## src/rtl/pipeline_hazard_ctrl_pkg.sv

```systemverilog
// Shared pipeline package: ALU, writeback and immediate-select encodings,
// plus the hazard controller state encoding and stall counter width.
package pipeline_hazard_ctrl_pkg;

    typedef enum logic [3:0] {
        ALU_ADD, ALU_SUB, ALU_AND, ALU_OR, ALU_XOR,
        ALU_SLL, ALU_SRL, ALU_SRA, ALU_SLT, ALU_SLTU
    } alu_op_e;

    typedef enum logic [1:0] {
        WB_ALU, WB_MEM, WB_PC4
    } wb_sel_e;

    typedef enum logic [2:0] {
        IMM_I, IMM_S, IMM_B, IMM_U, IMM_J
    } imm_sel_e;

    typedef enum logic [1:0] {
        ST_RUN, ST_FLUSH, ST_DRAIN, ST_HALTED
    } hz_state_e;

    localparam int STALL_CNT_W = 16;
    localparam logic [STALL_CNT_W-1:0] STALL_CNT_MAX = '1;

endpackage

```

## src/rtl/pipeline_hazard_ctrl_if.sv

```systemverilog
// Pipeline <-> hazard controller signal bundle. The pipeline side is the
// master; the hazard controller is the slave.
interface pipeline_hazard_ctrl_if;
    import pipeline_hazard_ctrl_pkg::*;

    logic [4:0]             Rs1_D;
    logic [4:0]             Rs2_D;
    logic                   UsesRs1_D;
    logic                   UsesRs2_D;
    logic [4:0]             Rdst_E;
    logic [4:0]             Rdst_M;
    logic [4:0]             Rdst_W;
    logic                   RegWrEn_E;
    logic                   RegWrEn_M;
    logic                   RegWrEn_W;
    logic                   IsLoad_E;
    logic                   BranchTaken_E;
    logic                   halt_D;
    logic                   halt_W;
    logic                   stall_F;
    logic                   stall_D;
    logic                   nop_D;
    logic                   stall_E;
    logic                   nop_E;
    logic                   halted;
    logic [STALL_CNT_W-1:0] stall_cnt;

    modport master (
        output Rs1_D, Rs2_D, UsesRs1_D, UsesRs2_D,
        output Rdst_E, Rdst_M, Rdst_W, RegWrEn_E, RegWrEn_M, RegWrEn_W,
        output IsLoad_E, BranchTaken_E, halt_D, halt_W,
        input  stall_F, stall_D, nop_D, stall_E, nop_E, halted, stall_cnt
    );

    modport slave (
        input  Rs1_D, Rs2_D, UsesRs1_D, UsesRs2_D,
        input  Rdst_E, Rdst_M, Rdst_W, RegWrEn_E, RegWrEn_M, RegWrEn_W,
        input  IsLoad_E, BranchTaken_E, halt_D, halt_W,
        output stall_F, stall_D, nop_D, stall_E, nop_E, halted, stall_cnt
    );

endinterface

```

## src/rtl/pipeline_hazard_ctrl_haz_raw_cmp.sv

```systemverilog
// Read-after-write compare of both decode sources against one downstream
// stage's destination. Register write enable is active-low.
module haz_raw_cmp
    import pipeline_hazard_ctrl_pkg::*;
(
    input  logic [4:0] rs1_i,
    input  logic [4:0] rs2_i,
    input  logic       uses_rs1_i,
    input  logic       uses_rs2_i,
    input  logic [4:0] rdst_i,
    input  logic       reg_wr_en_n_i,
    output logic       raw_o
);

    logic dst_live;

    // x0 is hardwired to zero, so a write to it never creates a dependency
    assign dst_live = (rdst_i != 5'd0) && !reg_wr_en_n_i;

    assign raw_o = dst_live &&
                   ((uses_rs1_i && (rs1_i == rdst_i)) ||
                    (uses_rs2_i && (rs2_i == rdst_i)));

endmodule

```

## src/rtl/pipeline_hazard_ctrl.sv

```systemverilog
// Pipeline hazard controller: load-use stalls, branch flush, halt drain.
// Build option HAZ_FORWARD_EN: when defined only E-stage load-use stalls.
//
// state  | meaning
// RUN    | normal issue, hazard stalls and branch flush applied
// FLUSH  | one bubble cycle after a taken branch
// DRAIN  | halt seen in ID, fetch held until it reaches WB
// HALTED | core stopped, leave only by reset
module pipeline_hazard_ctrl
    import pipeline_hazard_ctrl_pkg::*;
(
    input  logic                   CLK,
    input  logic                   RST,
    pipeline_hazard_ctrl_if.slave  hz
);

    hz_state_e              state_q, state_d;
    logic [STALL_CNT_W-1:0] stall_cnt_q, stall_cnt_d;

    logic raw_e, raw_m, raw_w;
    logic load_use, hazard, flush;
    logic stall_f, stall_d, nop_d, stall_e, nop_e, halted;

    haz_raw_cmp u_cmp_e (
        .rs1_i(hz.Rs1_D), .rs2_i(hz.Rs2_D),
        .uses_rs1_i(hz.UsesRs1_D), .uses_rs2_i(hz.UsesRs2_D),
        .rdst_i(hz.Rdst_E), .reg_wr_en_n_i(hz.RegWrEn_E), .raw_o(raw_e)
    );

    haz_raw_cmp u_cmp_m (
        .rs1_i(hz.Rs1_D), .rs2_i(hz.Rs2_D),
        .uses_rs1_i(hz.UsesRs1_D), .uses_rs2_i(hz.UsesRs2_D),
        .rdst_i(hz.Rdst_M), .reg_wr_en_n_i(hz.RegWrEn_M), .raw_o(raw_m)
    );

    haz_raw_cmp u_cmp_w (
        .rs1_i(hz.Rs1_D), .rs2_i(hz.Rs2_D),
        .uses_rs1_i(hz.UsesRs1_D), .uses_rs2_i(hz.UsesRs2_D),
        .rdst_i(hz.Rdst_W), .reg_wr_en_n_i(hz.RegWrEn_W), .raw_o(raw_w)
    );

    assign flush    = hz.BranchTaken_E;
    assign load_use = raw_e && hz.IsLoad_E;

`ifdef HAZ_FORWARD_EN
    assign hazard = load_use;
`else
    // Without forwarding every in-flight producer must retire before issue
    assign hazard = load_use || (raw_e && !hz.IsLoad_E) || raw_m || raw_w;
`endif

    always_comb begin
        state_d = state_q;
        stall_f = 1'b0;
        stall_d = 1'b0;
        nop_d   = 1'b0;
        stall_e = 1'b0;
        nop_e   = 1'b0;
        halted  = 1'b0;
        case (state_q)
            ST_RUN: begin
                if (flush) begin
                    nop_d   = 1'b1;
                    nop_e   = 1'b1;
                    state_d = ST_FLUSH;
                end else begin
                    stall_f = hazard;
                    stall_d = hazard;
                    nop_e   = hazard;
                    if (hz.halt_D) state_d = ST_DRAIN;
                end
            end
            ST_FLUSH: begin
                nop_d   = 1'b1;
                nop_e   = 1'b1;
                state_d = ST_RUN;
            end
            ST_DRAIN: begin
                if (flush) begin
                    // the halt was on the wrong path and has been squashed
                    nop_d   = 1'b1;
                    nop_e   = 1'b1;
                    state_d = ST_RUN;
                end else begin
                    stall_f = 1'b1;
                    nop_d   = 1'b1;
                    stall_d = hazard;
                    nop_e   = hazard;
                    if (hz.halt_W) state_d = ST_HALTED;
                end
            end
            ST_HALTED: begin
                stall_f = 1'b1;
                stall_d = 1'b1;
                stall_e = 1'b1;
                halted  = 1'b1;
            end
            default: state_d = ST_RUN;
        endcase
        if (RST) begin
            state_d = ST_RUN;
            stall_f = 1'b0;
            stall_d = 1'b0;
            nop_d   = 1'b0;
            stall_e = 1'b0;
            nop_e   = 1'b0;
            halted  = 1'b0;
        end
    end

    always_comb begin
        stall_cnt_d = stall_cnt_q;
        if (stall_d && (state_q != ST_HALTED) && (stall_cnt_q != STALL_CNT_MAX))
            stall_cnt_d = stall_cnt_q + 16'd1;
    end

    always_ff @(negedge CLK) begin
        if (RST) begin
            state_q     <= ST_RUN;
            stall_cnt_q <= '0;
        end else begin
            state_q     <= state_d;
            stall_cnt_q <= stall_cnt_d;
        end
    end

    assign hz.stall_F   = stall_f;
    assign hz.stall_D   = stall_d;
    assign hz.nop_D     = nop_d;
    assign hz.stall_E   = stall_e;
    assign hz.nop_E     = nop_e;
    assign hz.halted    = halted;
    assign hz.stall_cnt = stall_cnt_q;

endmodule

```

## src/flat_wrapper.sv

```systemverilog
// flat-port wrapper written by rule: the top's interface ports become plain ports
module pipeline_hazard_ctrl_flat import pipeline_hazard_ctrl_pkg::*;
  (CLK, RST, hz_Rs1_D, hz_Rs2_D, hz_UsesRs1_D, hz_UsesRs2_D, hz_Rdst_E, hz_Rdst_M, hz_Rdst_W, hz_RegWrEn_E, hz_RegWrEn_M, hz_RegWrEn_W, hz_IsLoad_E, hz_BranchTaken_E, hz_halt_D, hz_halt_W, hz_stall_F, hz_stall_D, hz_nop_D, hz_stall_E, hz_nop_E, hz_halted, hz_stall_cnt);
  pipeline_hazard_ctrl_if hz_i ();
  input  logic CLK;
  input  logic RST;
  input wire logic [$bits(hz_i.Rs1_D)-1:0] hz_Rs1_D;
  input wire logic [$bits(hz_i.Rs2_D)-1:0] hz_Rs2_D;
  input wire logic [$bits(hz_i.UsesRs1_D)-1:0] hz_UsesRs1_D;
  input wire logic [$bits(hz_i.UsesRs2_D)-1:0] hz_UsesRs2_D;
  input wire logic [$bits(hz_i.Rdst_E)-1:0] hz_Rdst_E;
  input wire logic [$bits(hz_i.Rdst_M)-1:0] hz_Rdst_M;
  input wire logic [$bits(hz_i.Rdst_W)-1:0] hz_Rdst_W;
  input wire logic [$bits(hz_i.RegWrEn_E)-1:0] hz_RegWrEn_E;
  input wire logic [$bits(hz_i.RegWrEn_M)-1:0] hz_RegWrEn_M;
  input wire logic [$bits(hz_i.RegWrEn_W)-1:0] hz_RegWrEn_W;
  input wire logic [$bits(hz_i.IsLoad_E)-1:0] hz_IsLoad_E;
  input wire logic [$bits(hz_i.BranchTaken_E)-1:0] hz_BranchTaken_E;
  input wire logic [$bits(hz_i.halt_D)-1:0] hz_halt_D;
  input wire logic [$bits(hz_i.halt_W)-1:0] hz_halt_W;
  output wire logic [$bits(hz_i.stall_F)-1:0] hz_stall_F;
  output wire logic [$bits(hz_i.stall_D)-1:0] hz_stall_D;
  output wire logic [$bits(hz_i.nop_D)-1:0] hz_nop_D;
  output wire logic [$bits(hz_i.stall_E)-1:0] hz_stall_E;
  output wire logic [$bits(hz_i.nop_E)-1:0] hz_nop_E;
  output wire logic [$bits(hz_i.halted)-1:0] hz_halted;
  output wire logic [$bits(hz_i.stall_cnt)-1:0] hz_stall_cnt;
  assign hz_i.Rs1_D = hz_Rs1_D;
  assign hz_i.Rs2_D = hz_Rs2_D;
  assign hz_i.UsesRs1_D = hz_UsesRs1_D;
  assign hz_i.UsesRs2_D = hz_UsesRs2_D;
  assign hz_i.Rdst_E = hz_Rdst_E;
  assign hz_i.Rdst_M = hz_Rdst_M;
  assign hz_i.Rdst_W = hz_Rdst_W;
  assign hz_i.RegWrEn_E = hz_RegWrEn_E;
  assign hz_i.RegWrEn_M = hz_RegWrEn_M;
  assign hz_i.RegWrEn_W = hz_RegWrEn_W;
  assign hz_i.IsLoad_E = hz_IsLoad_E;
  assign hz_i.BranchTaken_E = hz_BranchTaken_E;
  assign hz_i.halt_D = hz_halt_D;
  assign hz_i.halt_W = hz_halt_W;
  assign hz_stall_F = hz_i.stall_F;
  assign hz_stall_D = hz_i.stall_D;
  assign hz_nop_D = hz_i.nop_D;
  assign hz_stall_E = hz_i.stall_E;
  assign hz_nop_E = hz_i.nop_E;
  assign hz_halted = hz_i.halted;
  assign hz_stall_cnt = hz_i.stall_cnt;
  pipeline_hazard_ctrl u_core (.CLK(CLK), .RST(RST), .hz(hz_i));
endmodule
```

## config.mk

```make
export PLATFORM = sky130hd
export DESIGN_NAME = pipeline_hazard_ctrl_flat
export DESIGN_NICKNAME = d
export VERILOG_FILES = /design/src/rtl/pipeline_hazard_ctrl_pkg.sv /design/src/rtl/pipeline_hazard_ctrl_if.sv /design/src/rtl/pipeline_hazard_ctrl_haz_raw_cmp.sv /design/src/rtl/pipeline_hazard_ctrl.sv /design/src/flat_wrapper.sv
export SDC_FILE = /design/constraint.sdc
export NUM_CORES = 1
export LEC_CHECK = 0
export CAP_MARGIN = 10
export CORE_MARGIN = 3
export CORE_UTILIZATION = 40
export CTS_BUF_LIST = sky130_fd_sc_hd__clkbuf_4 sky130_fd_sc_hd__clkbuf_8 sky130_fd_sc_hd__clkbuf_16
export CTS_CLUSTER_SIZE = 40
export DETAILED_ROUTE_END_ITERATION = 10
export PLACE_DENSITY = 0.75
export SETUP_SLACK_MARGIN = 0.3
export SKIP_CTS_REPAIR_TIMING = 1
export SLEW_MARGIN = 20
export SYNTH_ARGS = -nofsm -noshare
export SYNTH_HDL_FRONTEND = slang
export SYNTH_SLANG_ARGS = --single-unit
```

## constraint.sdc

```tcl
create_clock -name CLK -period 2.9 [get_ports CLK]
set_input_delay 0.58 -clock CLK [delete_from_list [all_inputs] [get_ports CLK]]
set_output_delay 0.58 -clock CLK [all_outputs]
set_load 0.02 [all_outputs]
```

Run 1, wiring heat map:
The die is cut into 13 by 13 equal tiles; black is low, pale yellow is high, scaled to the fullest tile. Values are wire area over tile area, all layers added.
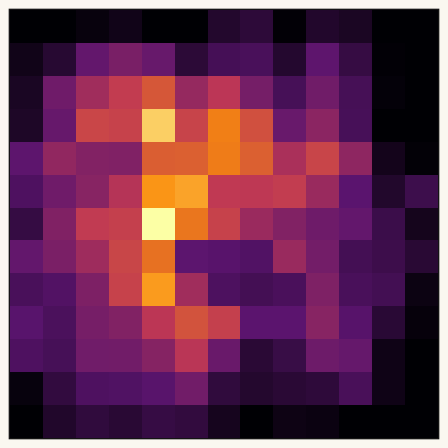
mean over tiles: 0.23
tiles over half the peak: 17%
densest ninth of the die: middle
nearly empty tiles: 13%
fullest tile: 0.86
routed len/inst: 16.6 microns
WL final: 5980 microns
Via Count: 2,013
total track usage: 0.213

Run 1, I/O nets highlighted:
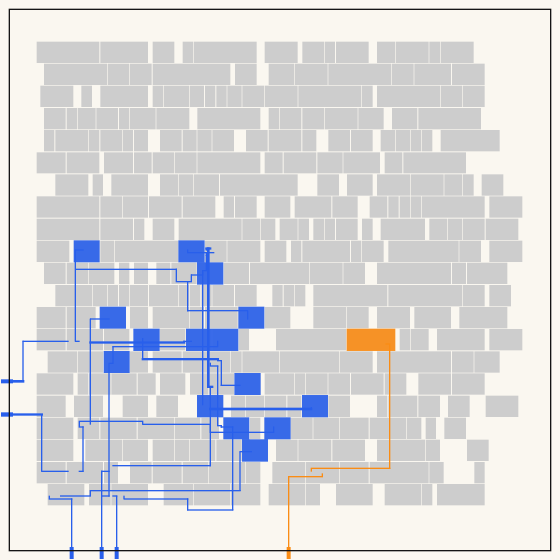
legend:
  orange:
    port: hz_nop_E
    bits: 1
    direction: output
    edge: bottom
    end_cells: 1
    wire: 38.9 microns
  blue:
    port: hz_Rs2_D
    bits: 5
    direction: input
    edge: 3 bottom, 2 left
    end_cells: 15
    wire: 345 microns

==> Changelog: implementation, run 1 <==
### Changed

- Status: complete, but fails checks
- Violated checks: negative setup slack
- Crit-path cells: clkdlybuf4s50_1 > xnor2_1 > nand4_1 > o22ai_1 > a22oi_2 > a211oi_4 > buf_4 > o21ai_2 > o31ai_1 > a21oi_1
- Worst-margin pin slew: 0.459 ns
- DP Area: 2540 sq um
- Mux share: 0.0283
- Vias in the first global route: 1,793
- H-tree levels: 1
- Hold Vio Cnt, Final: 0
- Critical path arrival: 3.04 ns
- Count of tool warnings: 51
- CP Max Fanout: 5
- Ys async rst share: 0
- Comb pwr share: 0.412
- I/O Buffers: 56
- Layout Nets: 359
- HPWL after detailed placement: 3630 microns
- Dominant combinational family: simple AND/OR/NAND/NOR gates
- Seq share, synth: 0.247
- 1st-pass router iterations: 4
- Clock buffer depth: 2
- Most frequent cells in the layout: buf_4 (48), buf_6 (34), inv_1 (25)
- First-pass GRT wire length: 7410 microns
- RSZ-0062 raised after global routing: yes
- Remaining DRCs: 0
- Crit-path leading delay family: AND-OR/OR-AND gates
- Vias per cell: 5.58
- Insertion Delay late pin: 0.38 ns
- Fin Setup TNS: -22.53 ns
- Leakage: 1.39 nW
- Worst vdd ir: 0.306 mV
- Xor/xnor cell area share of the yosys netlist: 0.204
- Clock power frac: 0.285
- PwrDens: 284 nW/um^2
- Worst setup EP type: flop
- Worst Hold Class: flop to flop
- Crit start category: input port
- Grt ovf: 0
- Placer Congestion: 0.915
- Worst path bufs/invs: 2
- Slew Viols, Final: 0
- CP required: 1.68 ns
- Hold_ws: 0.575 ns
- Clk root buf: clkbuf_4
- Syn Inst Count: 182
- Unique cell type count in the Yosys netlist: 38
- CTS buffer count: 3
- Internal power component: 527 uW
- Yosys cell count: 182
- Crit path max-delay cell type: clkdlybuf4s50_1
- Initial antenna violation count: 0
- Die W: 66.4 microns
- Highest-count logic cell in the final layout: buf_4
- Final Setup Violations: 23
- Register bit total from synthesis: 18
- Yosys Warn Count: 0
- Number of max-cap violations: 0
- Rel. slew slack: 0.694
- Cell area after synthesis: 1460 sq um
- Avg Cell Area, Syn: 8.02 sq um
- Iter 0 DRT Violations: 116
- Reg power frac: 0.302
- Most area-hungry cell type in the Yosys netlist: dfxtp_1
- Final worst slack: -1.35 ns
- Complex Gates by Area: 0.188
- Share of cells above drive strength 1: 0.457
- Setup WS pre-CTS: -1.73 ns
- Critical path class: input port to flop
- Final Skew: 0.0302 ns
- Net Sw Frac: 0.382
- Clock sink count: 18
- I/O pin cnt: 58
- Max-area cell share: 0.247
- Post-DRT Antenna Nets: 0
- YS chip area: 1460 sq um
- Fp util: 0.427
- Die ar.: 4410 sq um
- CTS tree: done
- Largest net degree at the start of global routing: 23
- Synth Area in Adders: 0.0515
- Most used flip-flop cell: dfxtp_1
- P_sw: 326 uW
- Yosys simple share: 0.227
- Slowest stage delay, CP: 0.50 ns
- Num rows: 21
- Area of all placed cells without fillers: 3000 sq um
- Syn_nets: 224
- Core area: 3420 sq um
- N_diodes: 0
- EDFF count, synth: 0
- Layout area overhead: 106%
- Worst-path clk slew: 0.05 ns
- Chip Height: 66.4 microns
- Top cells, area: dfxtp_1 (25%), xnor2_1 (14%), xor2_1 (6.6%)
Run 1, cell outlines without signal wires:
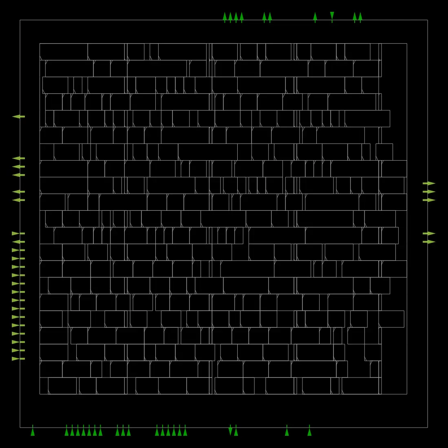
flop share of the area: 0.129
tap cells: 46
final core utilization: 0.879
Finished Layout Cells: 361

-- run 1: metal layers --
layer	track usage	share of wire	vias up	routed length [microns]
met2	0.351	0.50	127	2990
met1	0.262	0.38	927	2250
met4	0.0609	0.046	0	276
met3	0.0714	0.079	34	471
met5	0	0	-	0
li1	-	-	925	-
-- run 1: path summary, 6_finish.rpt --
kind / slack, ns / start / endpoint / depth (start not counted)
worst max register to register: 0.32 / u_core.hz.stall_cnt[5] / u_core.hz.stall_cnt[7] / 9
worst min register to register: 0.58 / u_core.hz.stall_cnt[2] / u_core.hz.stall_cnt[2] / 2
worst min-delay path: 0.58 / u_core.hz.stall_cnt[2] / u_core.hz.stall_cnt[2] / 2
worst max-delay path: -1.35 / hz_Rdst_E[2] / u_core.hz.stall_cnt[7] / 10
-- run 1: logic make-up (layout without fill, tap and decap cells) --
family	after synthesis	count (layout)
AOI/OAI and AO/OA	39	40
xor gates and xnor gates	34	34
DFF	18	18
and+or+nand+nor	65	65
adders and majority gates	6	6
muxes	4	4
buffers and inverters	16	148
-- run 1: worst min-delay path: cells and delay by family (launching register included) --
kind	cells	cell delay [ns]
AND-OR/OR-AND	1	0.06
buffers and inverters	1	0.14
flip-flops	1	0.33
-- run 1: registers in the layout, summed over array words and instances (netlist names) --
| signal | flops |
|---|---|
| u_core.state_q | 2 |
| u_core.hz.stall_cnt | 16 |
-- run 1: layout make-up --
cell class | count | area [sq um]
Multi-Input combinational cell | 149 | 1270
Timing Repair Buffer | 117 | 1150
Fill cell | 155 | 414
Sequential cell | 18 | 387
Clock inverter | 18 | 67.6
Tap cell | 46 | 57.6
Inverter | 10 | 45.0
Clock buffer | 3 | 22.5
-- run 1: metrics by stage --
| stage | total power, mW | instances | utilization |
|---|---|---|---|
| 6_report | 0.853 | 361 | 0.879 |
| 5_1_grt | 0.910 | 361 | 0.879 |
| 4_1_cts | 0.794 | 347 | 0.768 |
| 3_5_place_dp | 0.598 | 327 | 0.742 |
| 3_3_place_gp | 0.591 | 327 | 0.742 |
| 2_1_floorplan | 0.453 | 182 | - |
-- run 1: synth_stat cells, types with 4 or more instances --
library cell  instances
ha_1                  6
or3_1                 4
nor3_1                9
o21ai_1               5
nand4_1               6
inv_1                11
nand2_1               7
xor2_1               11
a21oi_1              12
nor2_1               17
nand3_1              11
dfxtp_1              18
xnor2_1              23
-- run 1: power groups by stage --
stage               Combinational [mW]  Sequential, mW  Clock [mW]
finish                           0.352           0.258       0.243
global route                     0.375           0.258       0.277
CTS                              0.292           0.263       0.240
detailed placement               0.291           0.267      0.0401
global placement                 0.284           0.267      0.0401
floorplan                        0.143           0.270      0.0401
==> run 2, diff against run 1 <==
Settings changed: CORE_UTILIZATION 40 to 44, PLACE_DENSITY 0.75 to 0.81.
Run 2, wiring heat map:
The die is cut into 13 by 13 equal tiles; black is low, pale yellow is high, scaled to the fullest tile. Values are wire area over tile area, all layers added.
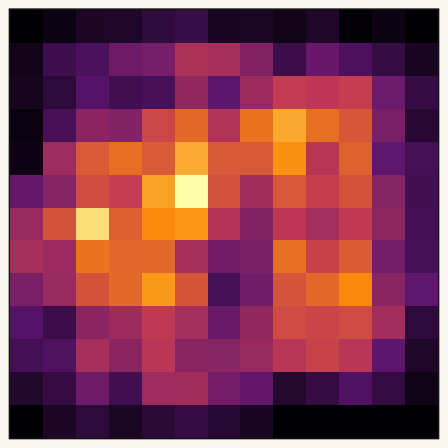
mean over tiles: 0.36
tiles over half the peak: 28%
fullest tile: 1.0
nearly empty tiles: 5.3%
emptiest ninth of the die: top left
WL final: 8170 microns
routed len/inst: 23.2 microns

==> run 2 against run 1 <==
  * The flow still finishes with violations (negative setup slack)
  * Die size is 8.3% lower
  * Clock skew is 0.017 ns higher
  * Via count is 12% higher
  * Count of clock-buffer cells in the layout stayed put
  * Core utilization is 6.5 points higher
  * Global-route usage is 3.0 points higher
  * Synthesized cell count stayed put
  * Hold slack better by 0.022 ns
  * Sequential share of layout area is 0.32 points higher
  * First-iteration DRC count is 120% higher
  * Clock power is 22% higher
  * Critical path type unchanged
  * Critical endpoint is now u_core.hz.stall_cnt[8]
  * Largest cell class unchanged
  * Highest routed layer unchanged
==> Changelog: implementation, run 2 <==
### Changed

- Seq share, synth: 0.247 (unchanged)
- Violated checks: negative setup slack
- Crit path max-delay cell type: or4_1
- Critical path arrival: 3.12 ns (+0.08 ns)
- H-tree levels: 1 (unchanged)
- Number of max-cap violations: 0 (unchanged)
- Most frequent cells in the layout: buf_4 (41), buf_6 (34), inv_1 (25)
- Rel. slew slack: 0.659 (-0.0349)
- Unique cell type count in the Yosys netlist: 38 (unchanged)
- Num rows: 20 (-4.8%)
- Most frequent cells after synthesis: xnor2_1 (23), dfxtp_1 (18), nor2_1 (17)
- Most area-hungry cell type in the Yosys netlist: dfxtp_1
- YS chip area: 1460 sq um (unchanged)
- Syn_nets: 224 (unchanged)
- Final Skew: 0.0475 ns (+0.0173 ns)
- Status: complete, but fails checks
- Iter 0 DRT Violations: 258 (+120%)
- Post-DRT Antenna Nets: 0 (unchanged)
- Crit-path leading delay family: simple AND/OR/NAND/NOR gates
- Core area: 3100 sq um (-9.2%)
- Worst vdd ir: 0.248 mV (-19%)
- CTS buffer count: 3 (unchanged)
- Clock buffer depth: 2 (unchanged)
- Worst-path clk slew: 0.06 ns (about the same)
- Grt ovf: 0 (unchanged)
- Syn Inst Count: 182 (unchanged)
- Power Total: 919 uW (+7.7%)
- Yosys Warn Count: 0 (unchanged)
- CTS tree: done
- Top cells, area: dfxtp_1 (25%), xnor2_1 (14%), xor2_1 (6.6%)
- I/O pin cnt: 58 (unchanged)
- Ys async rst share: 0 (unchanged)
- CP required: 1.77 ns (+0.09 ns)
- Critical path class: input port to flop
- Insertion Delay late pin: 0.43 ns (+0.05 ns)
- Crit-path cells: dlymetal6s2s_1 > xor2_1 > nor4_1 > nand3_1 > a221o_1 > a211oi_4 > buf_4 > o21ai_2 > or4_1 > a21oi_1
- Worst setup EP type: flop
- Slowest stage delay, CP: 0.45 ns (-0.05 ns)
- Largest net degree at the start of global routing: 23 (unchanged)
- CP Max Fanout: 4 (-1)
- Cell area after synthesis: 1460 sq um (unchanged)
- First-pass GRT wire length: 8030 microns (+8.4%)
- Hold Vio Cnt, Final: 0 (unchanged)
- Crit start category: input port
- HPWL after detailed placement: 3770 microns (+4.0%)
- Final core utilization: 0.944 (+0.0652)
- Clock sink count: 18 (unchanged)
- N_diodes: 0 (unchanged)
- Max-area cell share: 0.247 (unchanged)
- Layout Nets: 352 (-1.9%)
- Fp util: 0.470 (+0.0431)
- Worst Hold Class: flop to flop
- PwrDens: 314 nW/um^2 (+10%)
- Total track usage: 0.244 (+0.0305)
- Final Setup Violations: 27 (+17%)
- Clk root buf: clkbuf_4
- RSZ-0062 raised after global routing: yes
- I/O Buffers: 56 (unchanged)
- Die W: 63.6 microns (-4.2%)
- Vias per cell: 6.37 (+14%)
- Die ar.: 4040 sq um (-8.3%)
- Count of tool warnings: 51 (unchanged)
- Highest-count logic cell in the final layout: buf_4
- Chip Height: 63.6 microns (-4.2%)
- Max reg flops: 16 (unchanged)
- Via Count: 2,249 (+12%)
- Share of cells above drive strength 1: 0.469 (+0.0121)
- Vias in the first global route: 1,947 (+8.6%)
- EDFF count, synth: 0 (unchanged)
- 1st-pass router iterations: 5 (+1)
- Slew Viols, Final: 0 (unchanged)
- Placer Congestion: 0.953 (+4.1%)
- Most used flip-flop cell: dfxtp_1
- Avg Cell Area, Syn: 8.02 sq um (unchanged)
- Worst path bufs/invs: 2 (unchanged)
- Worst-margin pin slew: 0.510 ns (+0.0508 ns)
- Remaining DRCs: 0 (unchanged)
- Yosys cell count: 182 (unchanged)
- Most frequent cell after synthesis: xnor2_1
- Initial antenna violation count: 0 (unchanged)
- Layout area overhead: 101%
- Final worst slack: -1.36 ns (-0.00172 ns)
- Leakage: 1.35 nW (-2.9%)
- Register bit total from synthesis: 18 (unchanged)
[run 2: cell count changes in the layout (fill, tap and decap cells not counted), sizes merged]
| cell | change |
|---|---|
| clkbuf | +3 |
| clkinvlp | +1 |
| clkdlybuf4s50 | -4 |
| dlymetal6s2s | -1 |
| buf | -5 |
[run 2: layout make-up]
type | instances | area, sq um
clock buffer | 3 | 22.5
clock inverter | 19 | 72.6
fill | 90 | 174
inverter | 10 | 42.5
multi-input combinational | 149 | 1290
sequential | 18 | 387
tap | 44 | 55.1
timing repair buffer | 110 | 1060
[run 2: cells by family after synthesis]
family / count (synthesis) / share of synthesized area
buffers and inverters: 16 / 0.0540
DFF: 18 / 0.247
xor gates and xnor gates: 34 / 0.204
muxes: 4 / 0.0283
adders and majority gates: 6 / 0.0515
and+or+nand+nor: 65 / 0.227
AOI/OAI and AO/OA: 39 / 0.188
[run 2: final timing paths]
check	from	slack [ns]	end	depth (start not counted)
setup reg to reg	u_core.hz.stall_cnt[6]	0.03	u_core.hz.stall_cnt[0]	11
hold reg to reg	u_core.hz.stall_cnt[2]	0.60	u_core.hz.stall_cnt[2]	2
setup / recovery	hz_Rs1_D[4]	-1.36	u_core.hz.stall_cnt[8]	10
hold / removal	u_core.hz.stall_cnt[2]	0.60	u_core.hz.stall_cnt[2]	2
[run 2: worst reg2reg max path: cells and delay by family (launching register included)]
| family | cells | cell delay (ns) |
|---|---|---|
| XOR/XNOR | 1 | 0.19 |
| flip-flops | 1 | 0.34 |
| buffers and inverters | 3 | 0.42 |
| AND/OR/NAND/NOR | 5 | 1.40 |
| AND-OR/OR-AND | 2 | 0.39 |
[run 2: report_power, final]
| group | total, mW | internal, mW | switching, mW |
|---|---|---|---|
| combinational | 0.363 | 0.183 | 0.180 |
| clock | 0.296 | 0.0836 | 0.213 |
| sequential | 0.260 | 0.253 | 0.00685 |
| total | 0.919 | 0.519 | 0.400 |
[run 2: metrics by stage]
step / hold WS, ns / cell area (sq um) / TNS [ns] / worst slack (ns) / cells
detailed placement: 0.560 / 2500 / -31.48 / -1.75 / 321
floorplan: 0.551 / 1610 / -15.56 / -1.18 / 182
global route: 0.605 / 2930 / -23.82 / -1.33 / 353
finish: 0.597 / 2930 / -23.19 / -1.36 / 353
global placement: 0.551 / 2500 / -29.64 / -1.60 / 321
CTS: 0.567 / 2590 / -32.75 / -1.35 / 342
[run 2: layer usage]
metal / wire (microns) / GRT usage
met1: 2850 / 0.271
met2: 3880 / 0.430
met3: 815 / 0.0731
met4: 622 / 0.0943
met5: 0 / 0
Power and IR drop assume default switching activity.
